Figure 1. Signal wires by layer.
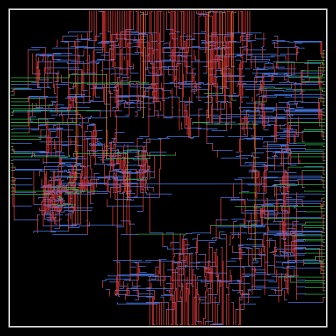
Figure 2. Cell area per tile.
The die is cut into 13 by 13 equal tiles; white is low, dark blue is high, 0 to 100% covered.
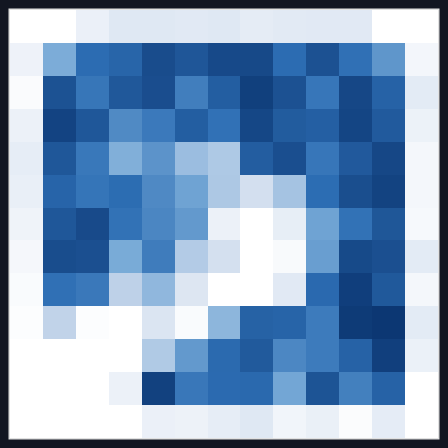
### src/rtl/wb_obi_pkg.sv
// Shared types for the Wishbone-to-OBI bridge.
// State encoding and default timeout budget.
package wb_obi_pkg;

    localparam int unsigned DefTimeout = 256;

    typedef enum logic [2:0] {
        IDLE,
        REQ,
        RESP,
        DONE,
        DRAIN
    } state_e;

endpackage

### src/rtl/wb_obi_timeout.sv
// Saturating response-timeout counter.
// Clears on clr_i, counts while en_i, flags expiry at the limit.
module wb_obi_timeout #(
    parameter int unsigned TIMEOUT_CYCLES = 256,
    parameter int unsigned CNT_WIDTH      = 9
) (
    input  logic clk_i,
    input  logic rst_ni,
    input  logic clr_i,
    input  logic en_i,
    output logic expire_o
);

    localparam logic [CNT_WIDTH-1:0] Limit = CNT_WIDTH'(TIMEOUT_CYCLES);

    logic [CNT_WIDTH-1:0] cnt_q, cnt_d;

    // Next count: clear wins, otherwise count up and hold at the limit
    always_comb begin
        cnt_d = cnt_q;
        if (clr_i) begin
            cnt_d = '0;
        end else if (en_i && (cnt_q != Limit)) begin
            cnt_d = cnt_q + CNT_WIDTH'(1);
        end
    end

    // Counter register
    always_ff @(posedge clk_i or negedge rst_ni) begin
        if (!rst_ni) begin
            cnt_q <= '0;
        end else begin
            cnt_q <= cnt_d;
        end
    end

    // A zero limit means the timeout is disabled
    assign expire_o = (TIMEOUT_CYCLES != 0) && en_i && (cnt_q == Limit);

endmodule

### src/rtl/wb_to_obi_bridge.sv
// Wishbone classic slave to OBI master bridge.
// One cycle at a time, with error, timeout and abandon handling.
module wb_to_obi_bridge
    import wb_obi_pkg::*;
#(
    parameter int unsigned ADDR_WIDTH     = 32,
    parameter int unsigned DATA_WIDTH     = 32,
    parameter int unsigned TIMEOUT_CYCLES = DefTimeout
) (
    input  logic                    clk_i,
    input  logic                    wb_rst_ni,
    input  logic                    wbs_cyc_i,
    input  logic                    wbs_stb_i,
    input  logic                    wbs_we_i,
    input  logic [DATA_WIDTH/8-1:0] wbs_sel_i,
    input  logic [ADDR_WIDTH-1:0]   wbs_adr_i,
    input  logic [DATA_WIDTH-1:0]   wbs_dat_i,
    output logic                    wbs_ack_o,
    output logic                    wbs_err_o,
    output logic [DATA_WIDTH-1:0]   wbs_dat_o,
    output logic                    req_o,
    input  logic                    gnt_i,
    output logic [ADDR_WIDTH-1:0]   addr_o,
    output logic                    we_o,
    output logic [DATA_WIDTH/8-1:0] be_o,
    output logic [DATA_WIDTH-1:0]   wdata_o,
    input  logic                    rvalid_i,
    input  logic [DATA_WIDTH-1:0]   rdata_i,
    input  logic                    err_i,
    output logic                    busy_o
);

    localparam int unsigned BE_WIDTH  = DATA_WIDTH / 8;
    localparam int unsigned CNT_WIDTH =
        (TIMEOUT_CYCLES > 0) ? $clog2(TIMEOUT_CYCLES + 1) : 1;

    typedef struct packed {
        logic [ADDR_WIDTH-1:0] addr;
        logic                  we;
        logic [BE_WIDTH-1:0]   be;
        logic [DATA_WIDTH-1:0] wdata;
    } obi_req_t;

    state_e                state_q, state_d;
    obi_req_t              obi_q, obi_d;
    logic [DATA_WIDTH-1:0] rdata_q, rdata_d;
    logic                  rerr_q, rerr_d;
    logic                  abandon_q, abandon_d;
    logic                  expire;
    logic                  tmo;
    logic                  wb_req;
    logic                  ack;
    logic                  err;
    logic                  req;

    assign wb_req = wbs_cyc_i & wbs_stb_i;

    wb_obi_timeout #(
        .TIMEOUT_CYCLES(TIMEOUT_CYCLES),
        .CNT_WIDTH     (CNT_WIDTH)
    ) u_timeout (
        .clk_i   (clk_i),
        .rst_ni  (wb_rst_ni),
        .clr_i   (state_q == IDLE),
        .en_i    ((state_q == REQ) || (state_q == RESP)),
        .expire_o(expire)
    );

    // An abandoned cycle has already been terminated or dropped
    assign tmo = expire & ~abandon_q;

    // Next state, captured fields and Wishbone/OBI strobes
    always_comb begin
        state_d   = state_q;
        obi_d     = obi_q;
        rdata_d   = rdata_q;
        rerr_d    = rerr_q;
        abandon_d = abandon_q;
        ack       = 1'b0;
        err       = 1'b0;
        req       = 1'b0;
        unique case (state_q)
            IDLE: begin
                if (wb_req) begin
                    obi_d.addr  = wbs_adr_i;
                    obi_d.we    = wbs_we_i;
                    obi_d.be    = wbs_sel_i;
                    obi_d.wdata = wbs_dat_i;
                    state_d     = REQ;
                end
            end
            REQ: begin
                req = 1'b1;
                if (tmo) begin
                    err       = wb_req;
                    abandon_d = 1'b1;
                end
                if (!wbs_cyc_i) begin
                    abandon_d = 1'b1;
                end
                if (gnt_i) begin
                    state_d = abandon_d ? DRAIN : RESP;
                end
            end
            RESP: begin
                if (abandon_q) begin
                    if (rvalid_i) begin
                        abandon_d = 1'b0;
                        state_d   = IDLE;
                    end else begin
                        state_d = DRAIN;
                    end
                end else if (rvalid_i) begin
                    if (!obi_q.we) begin
                        rdata_d = rdata_i;
                    end
                    rerr_d  = err_i;
                    state_d = DONE;
                end else if (tmo) begin
                    err       = wb_req;
                    abandon_d = 1'b1;
                    state_d   = DRAIN;
                end else if (!wbs_cyc_i) begin
                    abandon_d = 1'b1;
                    state_d   = DRAIN;
                end
            end
            DONE: begin
                ack     = wb_req & ~rerr_q;
                err     = wb_req & rerr_q;
                state_d = IDLE;
            end
            DRAIN: begin
                if (rvalid_i) begin
                    abandon_d = 1'b0;
                    state_d   = IDLE;
                end
            end
            default: begin
                state_d = IDLE;
            end
        endcase
    end

    // State and datapath registers
    always_ff @(posedge clk_i or negedge wb_rst_ni) begin
        if (!wb_rst_ni) begin
            state_q   <= IDLE;
            obi_q     <= '0;
            rdata_q   <= '0;
            rerr_q    <= 1'b0;
            abandon_q <= 1'b0;
        end else begin
            state_q   <= state_d;
            obi_q     <= obi_d;
            rdata_q   <= rdata_d;
            rerr_q    <= rerr_d;
            abandon_q <= abandon_d;
        end
    end

    assign wbs_ack_o = ack;
    assign wbs_err_o = err;
    assign wbs_dat_o = rdata_q;
    assign req_o     = req;
    assign addr_o    = obi_q.addr;
    assign we_o      = obi_q.we;
    assign be_o      = obi_q.be;
    assign wdata_o   = obi_q.wdata;
    assign busy_o    = (state_q != IDLE);

endmodule

### config.mk
export PLATFORM = sky130hd
export DESIGN_NAME = wb_to_obi_bridge
export DESIGN_NICKNAME = d
export VERILOG_FILES = /design/src/rtl/wb_obi_pkg.sv /design/src/rtl/wb_obi_timeout.sv /design/src/rtl/wb_to_obi_bridge.sv
export SDC_FILE = /design/constraint.sdc
export NUM_CORES = 1
export LEC_CHECK = 0
export CAP_MARGIN = 20
export CORE_MARGIN = 8
export CORE_UTILIZATION = 40
export CTS_BUF_LIST = sky130_fd_sc_hd__clkbuf_8
export DETAILED_ROUTE_END_ITERATION = 10
export PLACE_DENSITY = 0.88
export SETUP_SLACK_MARGIN = 0.1
export SYNTH_ARGS = -nofsm -noshare
export SYNTH_HDL_FRONTEND = slang
export SYNTH_HIERARCHICAL = 1
export SYNTH_SLANG_ARGS = --single-unit
### constraint.sdc
create_clock -name clk_i -period 7.3 [get_ports clk_i]
set_input_delay 1.825 -clock clk_i [delete_from_list [all_inputs] [get_ports clk_i]]
set_output_delay 1.825 -clock clk_i [all_outputs]
set_load 0.02 [all_outputs]
==> GITHUB_STEP_SUMMARY <==
## PnR job results

| Metric | Value |
|---|---|
| Sequential Power Share | `34.2%` |
| Setup crit start | `rvalid_i` |
| Static Leak | `3.16 nW` |
| Crit path to | `wbs_err_o` |
| Dominant flop cell | `dfrtp_1` |
| Cell total in the yosys stat output | `315` |
| Status | `completed` |
| Synth Cell Area | `0.00476 mm^2` |
| Row count | `40` |
| Warning count from the yosys run | `6` |
| Hold Path Stages | `1` |
| Slowest CP cell | `clkdlybuf4s50_1` |
| Post-synth seq share | `60.4%` |
| Clock Power Share | `18.1%` |
| CP Cell Sequence | `clkdlybuf4s50_1, nor2_1, nand4b_1, a211oi_1, clkdlybuf4s50_1` |
| Core area | `0.0118 mm^2` |
| Total number of vias | `3,419` |
| Pwr dens | `438 mW/mm^2` |
| Max stage delay on crit path | `0.67 ns` |
| Sequential cell area share | `39.0%` |
| Post-synth top area share | `60.4%` |
| Max-Cap Viols | `0` |
| Critical Path AT | `3.59 ns` |
| Endpoints failing setup | `0` |
| Placed cells | `660` |
| Routability cong. | `0.818` |
| Tightest Pin Transition | `1.05 ns` |
| Mapped Nets | `425` |
| CP max FO | `3` |
| Biggest consumer | `combinational logic` |
| Synthesis-to-layout area growth | `55.1%` |
| Grt ovf | `0` |
| Hold path start | `addr_o[20]` |
| Sw Share | `34.7%` |
| Tool warnings | `27` |
| Chip area | `0.0157 mm^2` |
| Worst Skew | `0.0105 ns` |
| Crit Reg-Reg Startpoint | `state_q[1]` |
| Layout clock area frac | `5.32%` |
| N_diodes | `0` |
| DP HPWL | `9.85 mm` |
| Critical path depth in cells | `5` |
| Max Clk Rate | `185 MHz` |
| Startpoint class of the critical path | `primary input` |
| Logic inverters | `7` |
| R2r setup slk | `4.00 ns` |
| Unrepaired setup endpoints after global routing | `no` |
| CTS Buf Count | `17` |
| Post-CTS Setup Bufs | `0` |
| P_int | `2.11 mW` |
| Ports | `213` |
| DRC viols | `0` |
| FF-to-FF path depth | `5` |
| Slew Viols, Final | `0` |
| Number of global-route vias before repair | `3,751` |
| Area-dominant class | `registers` |
| Combinational Power Share | `47.7%` |
| Combinational power | `1.54 mW` |
| Buffers, non-clock | `214` |
| Distinct lib cells used | `39` |
| Clk latency late pin | `0.43 ns` |
| Total GRT Usage | `17.1%` |
| CTS tree | `done` |
| R2R Path End | `addr_o[19]` |
| Die Y | `125 um` |
| # clk buffers | `23` |
| Final hold vios | `0` |
| CTS max path bufs | `2` |
| Synth top cell by count | `dfrtp_1` |
| CP endpoint kind | `output port` |
| Total wire length | `13.1 mm` |
| Non-filler cells, final | `688` |
| Cell at the root of the clock tree | `clkbuf_8` |
| CP required | `5.48 ns` |
| N_taps | `147` |
| Synth top area cells | `dfrtp_1 (60%), mux2_2 (17%), mux2_4 (9.8%)` |
| Fraction of registers with async set/reset | `100%` |
-- Figure 1 (at the start) --
- blue: met1 (wire length 5,190 um)
- red: met2 (wire length 6,570 um)
- orange: met4 (wire length 301 um)
- green: met3 (wire length 1,030 um)

-- Figure 2 (at the start) --
- mean over tiles: 46%
- densest ninth of the die: top centre
- fullest tile: 97%
- tiles over 75% full: 34%
- nearly empty tiles: 14%
- emptiest ninth of the die: lower left

stage by stage:
stage,utilization [%],instance area (um^2),setup slack [ns]
final,62.5,7390,1.89
after global routing,62.5,7390,1.86
after CTS,62.5,7390,1.90
after detailed placement,59.2,6990,1.90
after global placement,59.2,6990,2.03
after floorplan,-,4760,2.78
flip-flops by register name (all words and copies together) (netlist names):
register,count
abandon_q,1
addr_o,32
be_o,4
rerr_q,1
state_q,3
u_timeout/cnt_q,9
wbs_dat_o,32
wdata_o,32
we_o,1
cells by family (layout without fill, tap and decap cells):
kind of cell / count (synthesis) / in the layout / synth area share (%)
DFF: 115 / 115 / 60.4
muxes: 105 / 105 / 27.2
buffers and inverters: 23 / 249 / 2.55
adders and majority gates: 2 / 2 / 0.525
xor gates and xnor gates: 3 / 3 / 0.552
and+or+nand+nor: 44 / 44 / 5.60
AOI/OAI and AO/OA: 23 / 23 / 3.15
cells in the final DEF (no fill, tap or decap), types with 2 or more instances in the layout:
master and instances:
clkdlybuf4s50_1 211, dfrtp_1 115, mux2_2 72, mux2_4 31, clkbuf_8 23, nor2_1 10
o21ai_0 9, inv_1 8, a21oi_1 5, nand4_1 5, nand2_1 4, nand2b_1 4
or3_1 4, nor4b_1 3, a211oi_1 3, buf_4 3, nor2b_1 2, mux2i_1 2
bufinv_16 2, nand3_1 2, xor2_1 2, ha_1 2
layer usage:
| layer | global-route usage (%) | routed length [um] | vias to the layer above |
|---|---|---|---|
| met4 | 7.31 | 301 | 0 |
| met2 | 28.2 | 6570 | 151 |
| li1 | - | - | 1552 |
| met3 | 7.18 | 1030 | 20 |
| met5 | 0 | 0 | - |
| met1 | 18.9 | 5190 | 1696 |
Power and IR drop assume default switching activity.
